===== src/rtl/slave_port_arbiter.sv =====
// slave_port_arbiter: shares one slave data/sync/ready channel between NUM_REQ
// requesters. A winner's data is captured once per grant and held on s_out with
// s_out_sync high until the slave samples s_ready high.
// Arbitration is round-robin by default; define ARB_FIXED_PRIO_EN for fixed
// priority (lowest valid index wins, no round-robin pointer).
// Ports:
//   clk, rst            clock, asynchronous active-low reset
//   req_valid/req_data  per-requester valid and packed data (lane i at i*DATA_W)
//   req_grant           one-cycle pulse marking the captured requester
//   s_out/s_out_sync    data and valid toward the slave
//   s_ready             slave accepts s_out
//   owner               index of the current or last granted requester
//   busy                high while a transfer is pending at the slave
module slave_port_arbiter #(
    parameter int unsigned NUM_REQ = 4,
    parameter int unsigned DATA_W  = 32
) (
    input  logic                       clk,
    input  logic                       rst,
    input  logic [NUM_REQ-1:0]         req_valid,
    input  logic [NUM_REQ*DATA_W-1:0]  req_data,
    output logic [NUM_REQ-1:0]         req_grant,
    output logic [DATA_W-1:0]          s_out,
    output logic                       s_out_sync,
    input  logic                       s_ready,
    output logic [$clog2(NUM_REQ)-1:0] owner,
    output logic                       busy
);

    localparam int unsigned IDX_W = $clog2(NUM_REQ);

    typedef enum logic {
        SEC_IDLE = 1'b0,
        SEC_SEND = 1'b1
    } section_t;

    section_t             state_q, state_d;
    logic [NUM_REQ-1:0]   grant_q, grant_d;
    logic [DATA_W-1:0]    s_out_q, s_out_d;
    logic                 sync_q, sync_d;
    logic [IDX_W-1:0]     owner_q, owner_d;
    logic                 busy_q, busy_d;
`ifndef ARB_FIXED_PRIO_EN
    logic [IDX_W-1:0]     rr_ptr_q, rr_ptr_d;
`endif

    logic [DATA_W-1:0]    lane_data [NUM_REQ];
    logic                 win_found;
    logic [IDX_W-1:0]     win_idx;
    logic [IDX_W-1:0]     cand;

    // Unpack the flat requester data bus into lanes
    for (genvar g = 0; g < NUM_REQ; g++) begin : g_lane
        assign lane_data[g] = req_data[g*DATA_W +: DATA_W];
    end

    // Winner select: first valid index, scanning from rr_ptr (or from 0)
    always_comb begin
        win_found = 1'b0;
        win_idx   = '0;
        cand      = '0;
        for (int unsigned k = 0; k < NUM_REQ; k++) begin
`ifdef ARB_FIXED_PRIO_EN
            cand = IDX_W'(k);
`else
            cand = IDX_W'((32'(rr_ptr_q) + k) % NUM_REQ);
`endif
            if (!win_found && req_valid[cand]) begin
                win_found = 1'b1;
                win_idx   = cand;
            end
        end
    end

    // Next-state and registered-output logic
    always_comb begin
        state_d  = state_q;
        grant_d  = '0;
        s_out_d  = s_out_q;
        sync_d   = sync_q;
        owner_d  = owner_q;
        busy_d   = busy_q;
`ifndef ARB_FIXED_PRIO_EN
        rr_ptr_d = rr_ptr_q;
`endif
        case (state_q)
            SEC_IDLE: begin
                if (win_found) begin
                    s_out_d = lane_data[win_idx];
                    owner_d = win_idx;
                    grant_d = NUM_REQ'(1) << win_idx;
                    sync_d  = 1'b1;
                    busy_d  = 1'b1;
                    state_d = SEC_SEND;
                end
            end
            SEC_SEND: begin
                if (s_ready) begin
                    sync_d   = 1'b0;
                    busy_d   = 1'b0;
`ifndef ARB_FIXED_PRIO_EN
                    rr_ptr_d = IDX_W'((32'(owner_q) + 32'd1) % NUM_REQ);
`endif
                    state_d  = SEC_IDLE;
                end
            end
            default: state_d = SEC_IDLE;
        endcase
    end

    // State register
    always_ff @(posedge clk or negedge rst) begin
        if (!rst) begin
            state_q  <= SEC_IDLE;
            grant_q  <= '0;
            s_out_q  <= '0;
            sync_q   <= 1'b0;
            owner_q  <= '0;
            busy_q   <= 1'b0;
`ifndef ARB_FIXED_PRIO_EN
            rr_ptr_q <= '0;
`endif
        end else begin
            state_q  <= state_d;
            grant_q  <= grant_d;
            s_out_q  <= s_out_d;
            sync_q   <= sync_d;
            owner_q  <= owner_d;
            busy_q   <= busy_d;
`ifndef ARB_FIXED_PRIO_EN
            rr_ptr_q <= rr_ptr_d;
`endif
        end
    end

    assign req_grant  = grant_q;
    assign s_out      = s_out_q;
    assign s_out_sync = sync_q;
    assign owner      = owner_q;
    assign busy       = busy_q;

endmodule


===== config.mk =====
export PLATFORM = sky130hd
export DESIGN_NAME = slave_port_arbiter
export DESIGN_NICKNAME = d
export VERILOG_FILES = /design/src/rtl/slave_port_arbiter.sv
export SDC_FILE = /design/constraint.sdc
export NUM_CORES = 1
export LEC_CHECK = 0
export CORE_MARGIN = 2
export CORE_UTILIZATION = 36
export CTS_CLUSTER_SIZE = 16
export DETAILED_ROUTE_END_ITERATION = 8
export GPL_ROUTABILITY_DRIVEN = 0
export HOLD_SLACK_MARGIN = 0.02
export PLACE_DENSITY = 0.82
export SLEW_MARGIN = 20
export SYNTH_ARGS = -nofsm -noshare
export SYNTH_HDL_FRONTEND = slang
export SYNTH_SLANG_ARGS = --single-unit

===== constraint.sdc =====
create_clock -name clk -period 2.21 [get_ports clk]
set_input_delay 0.442 -clock clk [delete_from_list [all_inputs] [get_ports clk]]
set_output_delay 0.442 -clock clk [all_outputs]
set_load 0.02 [all_outputs]

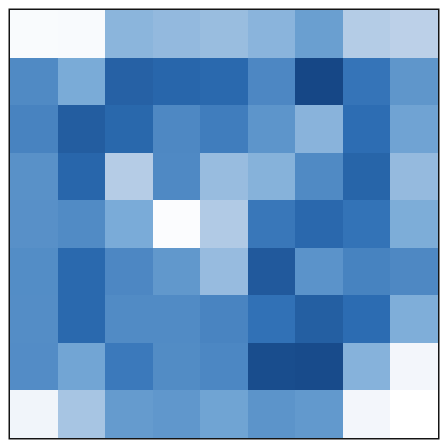
run_1/cell_density.png
9 x 9 tiles, from white (low) to dark blue (high), 0 to 100% covered.
tiles over 75% full: 21%
nearly empty tiles: 2.5%
mean over tiles: 56%
fullest tile: 91%
fin util: 65.7%
initial core utilization: 37.4%

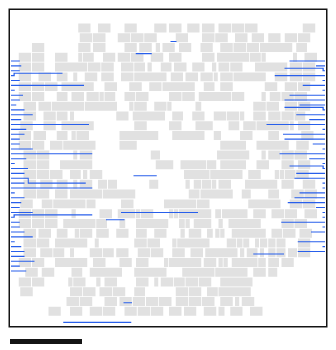
run_1/layer_met3.png
Bar = 20 µm.
share of all routed wire: 7.3%
nets with wire on the layer: 89
longest straight run: 22.3 µm
wire length on this layer: 563 µm
main direction: horizontal

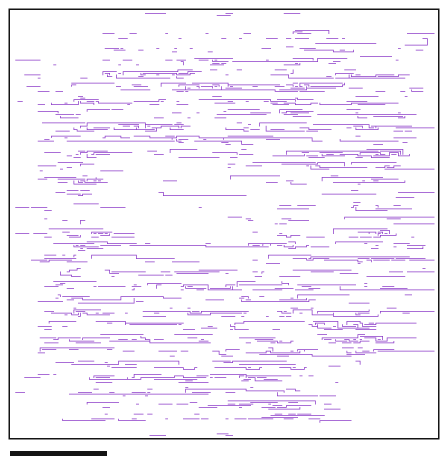
run_1/layer_met1.png
Bar = 20 µm.
nets with wire on the layer: 450
main direction: horizontal

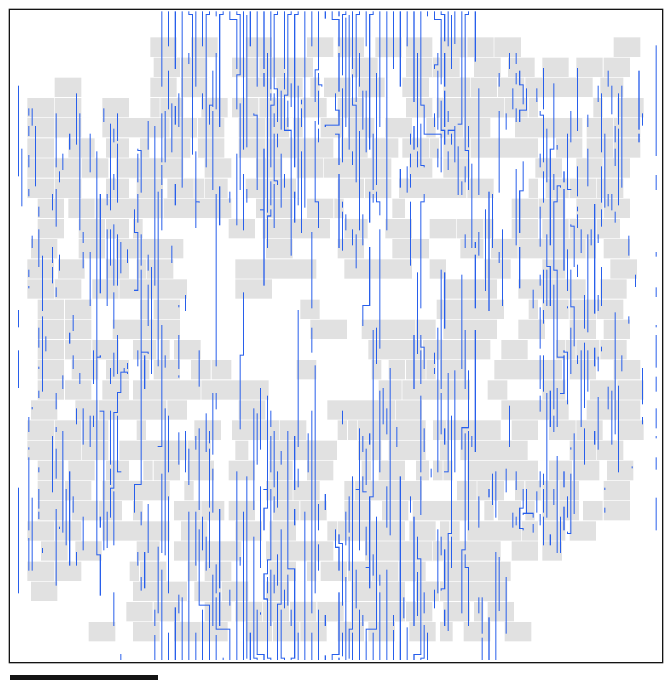
run_1/layer_met2.png
Bar = 20 µm.
share of all routed wire: 52%
longest straight run: 54.4 µm
nets with wire on the layer: 475
wire length on this layer: 4,050 µm
main direction: vertical
final wirelength: 7.72 mm
GR Util met2: 35.5%

run 1: cell families (layout without fill, tap and decap cells):
| group | Yosys count | in the layout |
|---|---|---|
| flip-flops | 42 | 42 |
| XOR/XNOR | 1 | 1 |
| multiplexers | 65 | 65 |
| AND/OR/NAND/NOR | 52 | 52 |
| buffers and inverters | 20 | 198 |
| AND-OR/OR-AND | 45 | 45 |
run 1: path summary, 6_finish.rpt:
path,end,slack [ns],cells after the start
worst min-delay path,s_out[8]$_DFFE_PN0P_,0.11,1
worst max register to register,s_out[28]$_DFFE_PN0P_,0.47,6
worst max-delay path,s_out[28]$_DFFE_PN0P_,0.25,7
worst min register to register,s_out[21]$_DFFE_PN0P_,0.50,2
max in group asynchronous,s_out[21]$_DFFE_PN0P_,1.53,2
min in group clk,s_out[21]$_DFFE_PN0P_,0.50,2
run 1: Yosys cell counts:
library cell  instances  area, µm²
o221ai_2              1       15.0
o22ai_1               1       6.26
xnor2_1               1       8.76
inv_2                 1       3.75
a21boi_1              1       7.51
dfrtp_1              42       1050
buf_12                6        120
o21ai_0               4       20.0
a21oi_2               1       8.76
nor2b_2               1       8.76
buf_4                 1       7.51
o221ai_1             32        280
nor2b_1               2       12.5
nor2_1                7       26.3
nor4_1                1       6.26
or2_2                 1       6.26
buf_6                 8       90.1
o21ai_2               1       8.76
buf_2                 4       20.0
o21a_1                1       7.51
nand2b_1              1       6.26
a21o_1                2       15.0
a21oi_1               1       5.00
mux2i_1              65        651
nand2_1              39        146
run 1: layer usage:
metal	part of all wire, %	vias to the layer above
met4	0.83	0
li1	-	1196
met3	7.3	4
met2	52	95
met1	39	1179
met5	0	-
run 1: where the power goes:
part	total, mW	leakage [nW]	internal, mW	switching, mW
sequential	1.26	0.523	1.07	0.190
combinational	2.37	1.41	1.25	1.12
clock	0.597	0.0579	0.333	0.264
==> results.toml, run 1 <==
# synthesis and place-and-route metrics
[layout]
final_cell_mix = "clkdlybuf4s50_1, mux2i_1, dfrtp_1, nand2_1, o221ai_1"
clkbuf_count = 5
inverters = 1
layout_top_cell = "clkdlybuf4s50_1"
sh_seq_area_pct = 23.5
post-route-cell-area_um2 = 4470
num-multi-input-gates = 163
fin_cells = 499
n_all_buffers = 189
comb_share_pct = 28.2
top_area_cell_class = "buffers"
diodes = 0
clkCellAreaFrac_pct = 2.44
flop_area_um2 = 1050
logic_area_um2 = 1260
syn2layout_area_growth_pct = 75.9
largest_register_ffs = 32
drive_gt1_share_pct = 7.44
num-fill-cells = 565

[logic_synthesis]
ys_cells = 225
synthXorXnorAreaFrac_pct = 0.345
syn-cell-area_um2 = 2540
avgSynthCellArea_um2 = 11.3
ys_top_logic_family = "multiplexers"
ys_seq_share_pct = 41.4
fp_nets = 360
synthAdderAreaFrac_pct = 0
aoi_share_pct = 14.7
synth_cells = 225
yosys_area_um2 = 2540
synth-simple-area-share_pct = 8.38

[final_timing]
setup_viol = 0
clock.fmax_mhz = 509
whs_ns = 0.106
drv_slew = 0
tns_ns = 0
worst_pin_slew_ns = 0.495
relSlewSlack_pct = 67.0
rsz0062_at_grt = "no"
fin_crit_ns = 1.96
worst_slack_ns = 0.245
finalHoldViolations = 0

[clock_tree]
clkLatencyLatePin_ns = 0.29
hold_buffers = 0
cts_sinks = 42
cts_made_buffers = 5
cts-htree-levels = 2
tritoncts = "built"
cts_resized = 0
root_buffer = "clkbuf_8"

[routing]
drc_errors = 0
viasPerCell = 4.96
num_vias = 2474
routedWlPerCell_um = 15.5

[worst_setup_path]
crit_path_start_kind = "primary input"
critPathCaptureType = "flop"
crit_start = "req_valid[0]"
worstPathBufferInverterCount = 2
critical_path_class = "primary input to flop"
cp_cell_sequence = "clkdlybuf4s50_1 > nor2b_2 > a21oi_2 > o221ai_4 > buf_12 > mux2i_1 > o221ai_1"
cp_max_fo = 32
cp_data_arrival_time_ns = 2.12
critPathSlowestCell = "clkdlybuf4s50_1"
cp_top_family = "buffers and inverters"

[global_routing]
grt_overflow = 0
use_met1_pct = 23.8
grt_usage_pct = 19.9
antenna_found_initial = 0
grtUsageMet3_pct = 5.18
grt_pass1_wl_mm = 12.1

[floorplanning]
core_um2 = 6790
die_y_um = 88.0
dieArea_um2 = 7740
core.rowCount = 30
taps = 96
pin_count = 175

[hold_path]
hold_class = "primary input to async pin"

[run]
maxCapViolations = 0
log.warning_count = 26

[place]
pre_cts_slack_ns = -0.0463

[power_and_ir_drop]
p_leak_nw = 1.99
p_per_area_nw_per_um2 = 947
power_mw = 4.23

[status]
status = "finished clean"
==> run 2, diff against run 1 <==
--- a/config.mk
+++ b/config.mk
@@ -7,12 +7,12 @@
 export LEC_CHECK = 0
 export CORE_MARGIN = 2
 export CORE_UTILIZATION = 36
+export CTS_CLUSTER_DIAMETER = 80
 export CTS_CLUSTER_SIZE = 16
 export DETAILED_ROUTE_END_ITERATION = 8
 export GPL_ROUTABILITY_DRIVEN = 0
 export HOLD_SLACK_MARGIN = 0.02
 export PLACE_DENSITY = 0.82
-export SLEW_MARGIN = 20
 export SYNTH_ARGS = -nofsm -noshare
 export SYNTH_HDL_FRONTEND = slang
 export SYNTH_SLANG_ARGS = --single-unit
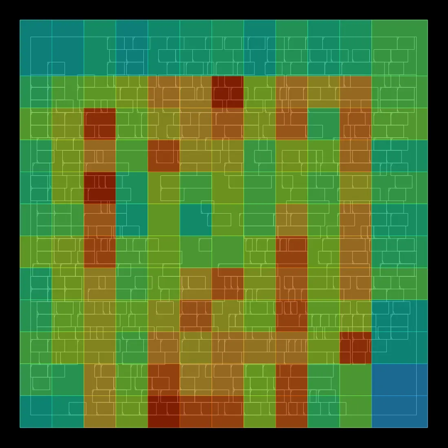
run_2/congestion.png
GR met3 Demand/Resource: 5.18%
WL/cell: 15.5 µm
GRT Max-Usage Layer: met2
gr usage total: 19.9%

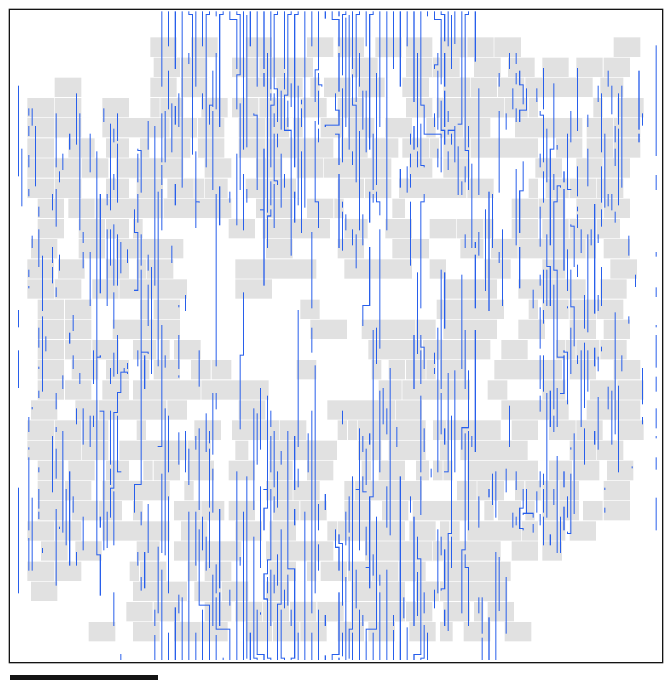
run_2/layer_met2.png
Bar = 20 µm.
longest straight run: 54.4 µm
main direction: vertical
wire length on this layer: 4,050 µm
share of all routed wire: 52%
vias: 2,474

==> run 2 against run 1 <==
Effect of this change: via count did not move; sequential cell count is the same; critical path depth stayed put; register-to-register slack is essentially flat; non-clock buffer count stayed put; final area did not move; sequential share of layout area is the same; maximum frequency unchanged; sequential power about the same; wire length is the same; utilization stayed put; highest routed layer unchanged.
==> results.toml, run 2 <==
# synthesis and place-and-route metrics
[layout]
fin_cells = 499
diodes = 0
largest_register_ffs = 32
drive_gt1_share_pct = 7.44
final_cell_mix = "clkdlybuf4s50_1, mux2i_1, dfrtp_1, nand2_1, o221ai_1"
nNetsFinal = 537
utilization_pct = 65.7
layout_top_cell = "clkdlybuf4s50_1"
post-route-cell-area_um2 = 4470
syn2layout_area_growth_pct = 75.9

[logic_synthesis]
ys_top_logic_family = "multiplexers"
aoi_share_pct = 14.7
syn-cell-area_um2 = 2540
synthAdderAreaFrac_pct = 0
synth-async-reset-ratio_pct = 100
synth-simple-area-share_pct = 8.38
yosys.area.top_type = "dfrtp_1"
ys_cells = 225
top_area_share_pct = 41.4
fp_nets = 360
avgSynthCellArea_um2 = 11.3
flop_cell = "dfrtp_1"
topCellsByArea = "dfrtp_1, mux2i_1, o221ai_1"
ys_seq_share_pct = 41.4
synth-edff-count = 0
yosys_area_um2 = 2540
synth_top_cell_by_count = "mux2i_1"
synth_cells = 225
top_cells_by_count = "mux2i_1, dfrtp_1, nand2_1, o221ai_1, buf_6"
synthXorXnorAreaFrac_pct = 0.345

[final_timing]
fin_crit_ns = 1.96
tns_ns = 0
clock.fmax_mhz = 509
rsz0062_at_grt = "no"
setup_viol = 0
relSlewSlack_pct = 67.0
drv_slew = 0
worst_slack_ns = 0.245
finalHoldViolations = 0
worst_pin_slew_ns = 0.495
whs_ns = 0.106

[worst_setup_path]
cp_data_arrival_time_ns = 2.12
crit_start = "req_valid[0]"
cp_max_fo = 32
critical_path_class = "primary input to flop"
crit_path_start_kind = "primary input"
critPathCaptureType = "flop"

[floorplanning]
core.rowCount = 30
fp-utilization_pct = 37.4
dieArea_um2 = 7740
pin_count = 175
die_y_um = 88.0
core_um2 = 6790

[hold_path]
hold_class = "primary input to async pin"

[global_routing]
grt_overflow = 0
met2_usage_pct = 35.5
grt_pass1_wl_mm = 12.1
antenna_found_initial = 0
grt_max_degree = 33
use_met1_pct = 23.8

[routing]
drc_errors = 0
viasPerCell = 4.96
drt_pass1_iterations = 4
wl_mm = 7.72

[run]
maxCapViolations = 0
log.warning_count = 26

[clock_tree]
cts_made_buffers = 5
cts-htree-levels = 2
tritoncts = "built"
post-cts-setup-buffer-count = 0
cts_resized = 0
cts_sinks = 42
hold_buffers = 0
clockBufferDepth = 2
clkLatencyLatePin_ns = 0.29
root_buffer = "clkbuf_8"

[status]
status = "finished clean"

[power_and_ir_drop]
power_mw = 4.23
p_leak_nw = 1.99
p_per_area_nw_per_um2 = 947

[place]
pre_cts_slack_ns = -0.0463
placed_cells = 491
## run 2: cell counts after synthesis
Identical to the previous run, type by type.
## run 2: final cells by class
class                           instances  area, µm²
Fill cell                             565       2330
Timing Repair Buffer                  189       1920
Multi-Input combinational cell        163       1260
Sequential cell                        42       1050
Tap cell                               96        120
Clock buffer                            5       68.8
Clock inverter                          3       40.0
Inverter                                1       3.75
## run 2: power by group
part           switching [mW]  total, mW  internal (mW)
logic                    1.12       2.37           1.25
registers               0.190       1.26           1.07
clock network           0.264      0.597          0.333
## run 2: layer usage
layer	vias up	share of wire (%)
li1	1196	-
met1	1179	39
met2	95	52
met3	4	7.3
met4	0	0.83
met5	-	0
## run 2: critical path, stage by stage
cell and delay, ns:
clkdlybuf4s50_1 0.51, nor2b_2 0.19, a21oi_2 0.06, o221ai_4 0.24, buf_12 0.27, mux2i_1 0.23, o221ai_1 0.14
## run 2: path summary, 6_finish.rpt
check                                              to  slack (ns)  cells after the start
min in group clk                s_out[21]$_DFFE_PN0P_        0.50                      2
worst min-delay path             s_out[8]$_DFFE_PN0P_        0.11                      1
worst max-delay path            s_out[28]$_DFFE_PN0P_        0.25                      7
worst min register to register  s_out[21]$_DFFE_PN0P_        0.50                      2
worst max register to register  s_out[28]$_DFFE_PN0P_        0.47                      6
max in group asynchronous       s_out[21]$_DFFE_PN0P_        1.53                      2
## run 2: cells by family after synthesis
logic type | count (synthesis)
muxes | 65
and+or+nand+nor | 52
AOI/OAI and AO/OA | 45
DFF | 42
buffers and inverters | 20
xor gates and xnor gates | 1
==> run 3, diff against run 2 <==
--- a/config.mk
+++ b/config.mk
@@ -11,7 +11,6 @@
 export CTS_CLUSTER_SIZE = 16
 export DETAILED_ROUTE_END_ITERATION = 8
 export GPL_ROUTABILITY_DRIVEN = 0
-export HOLD_SLACK_MARGIN = 0.02
 export PLACE_DENSITY = 0.82
 export SYNTH_ARGS = -nofsm -noshare
 export SYNTH_HDL_FRONTEND = slang
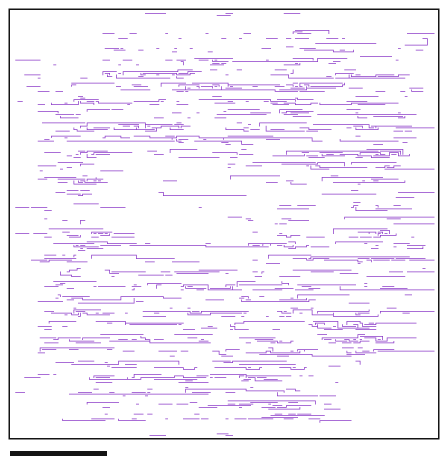
run_3/layer_met1.png
Bar = 20 µm.
wire length on this layer: 3,040 µm
nets with wire on the layer: 450
main direction: horizontal
share of all routed wire: 39%

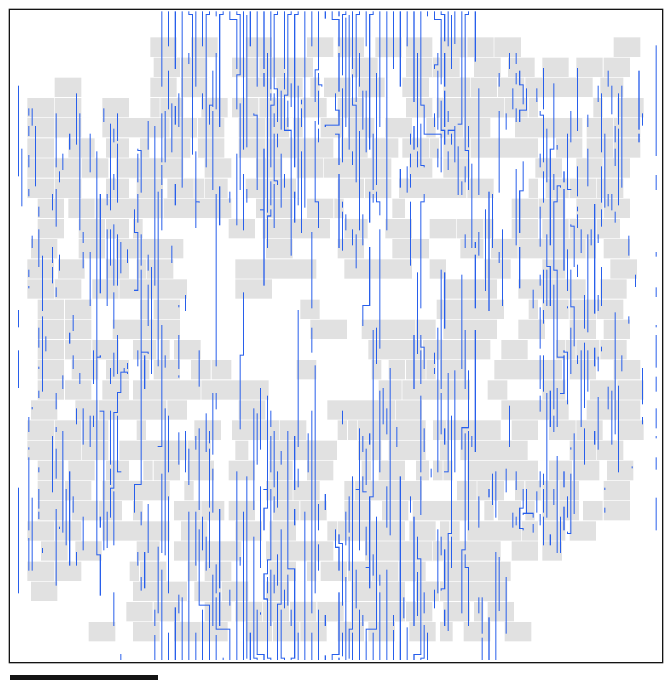
run_3/layer_met2.png
Bar = 20 µm.
longest straight run: 54.4 µm
nets with wire on the layer: 475
wire length on this layer: 4,050 µm

==> run 3 against run 2 <==
Effect of this change: wire length stayed put; non-clock buffer count unchanged; sequential cell count unchanged; sequential power about the same; final area is the same; clock skew unchanged; synthesized area unchanged; synthesized cell count unchanged; setup slack stayed put; final cell count did not move; via count stayed put; largest power group unchanged; highest routed layer unchanged.
==> results.toml, run 3 <==
# synthesis and place-and-route metrics
[status]
status = "finished clean"

[routing]
num_vias = 2474
wl_mm = 7.72
drc_errors = 0

[layout]
largest_register_ffs = 32
post-route-cell-area_um2 = 4470
final_cell_mix = "clkdlybuf4s50_1, mux2i_1, dfrtp_1, nand2_1, o221ai_1"
fin_cells = 499
nNetsFinal = 537
diodes = 0

[floorplanning]
die_y_um = 88.0
pin_count = 175
core_um2 = 6790
fp-utilization_pct = 37.4

[logic_synthesis]
flop_cell = "dfrtp_1"
ys_cells = 225
synth_cells = 225
avgSynthCellArea_um2 = 11.3
synth-async-reset-ratio_pct = 100
fp_nets = 360
topCellsByArea = "dfrtp_1, mux2i_1, o221ai_1"

[final_timing]
clock.fmax_mhz = 509
tns_ns = 0
relSlewSlack_pct = 67.0
rsz0062_at_grt = "no"
worst_pin_slew_ns = 0.495
finalHoldViolations = 0
whs_ns = 0.106

[power_and_ir_drop]
p_int_mw = 2.65
p_leak_nw = 1.99
p_per_area_nw_per_um2 = 947
power_frac_seq_pct = 29.8
pwr-share-comb_pct = 56.1
p_clk_share_pct = 14.1

[worst_setup_path]
worst_path_largest_cell_delay_ns = 0.51
cp_cell_sequence = "clkdlybuf4s50_1 > nor2b_2 > a21oi_2 > o221ai_4 > buf_12 > mux2i_1 > o221ai_1"
cp-endpoint = "s_out[28]$_DFFE_PN0P_"
cp_max_fo = 32
ff2ff_setup_slack_ns = 0.47
critPathCaptureType = "flop"
cp_top_family = "buffers and inverters"
cp_data_arrival_time_ns = 2.12

[global_routing]
antenna_found_initial = 0
grt_max_degree = 33
grt_overflow = 0

[clock_tree]
tritoncts = "built"
post-cts-setup-buffer-count = 0
cts_made_buffers = 5
cts-htree-levels = 2
cts_resized = 0

[place]
placed_cells = 491
-- run 3: cell counts after synthesis --
No cell type changed its count.
-- run 3: power groups by stage --
stage / logic [mW] / clock network, mW / registers [mW]
after floorplan: 1.10 / 0 / 1.61
after global placement: 2.35 / 0 / 1.25
after detailed placement: 2.39 / 0 / 1.27
after CTS: 2.40 / 0.612 / 1.26
after global routing: 2.54 / 0.657 / 1.31
final: 2.37 / 0.597 / 1.26
-- run 3: layer usage --
metal	part of all wire, %	wire (µm)	GRT usage [%]	vias to the layer above
li1	-	-	-	1196
met1	39	3040	23.8	1179
met2	52	4050	35.5	95
met3	7.3	563	5.18	4
met4	0.83	64	5.17	0
met5	0	0	0	-
-- run 3: metrics by stage --
stage,power [mW],worst slack [ns],util (%)
3_5_place_dp,3.66,-0.0463,64.1
3_3_place_gp,3.60,-0.0714,64.1
2_1_floorplan,2.71,0.633,-
4_1_cts,4.27,0.260,65.7
5_1_grt,4.51,0.125,65.7
6_report,4.23,0.245,65.7
-- run 3: cell families after synthesis --
| family | synth area share, % |
|---|---|
| flip-flops | 41.4 |
| buffers and inverters | 9.51 |
| AND/OR/NAND/NOR | 8.38 |
| AND-OR/OR-AND | 14.7 |
| multiplexers | 25.6 |
| XOR/XNOR | 0.345 |
-- run 3: final cells by class --
type                            count  area [µm²]
Fill cell                         565        2330
Timing Repair Buffer              189        1920
Multi-Input combinational cell    163        1260
Sequential cell                    42        1050
Tap cell                           96         120
Clock buffer                        5        68.8
Clock inverter                      3        40.0
Inverter                            1        3.75
No activity file was given, so power comes from the tool's default toggle rates.
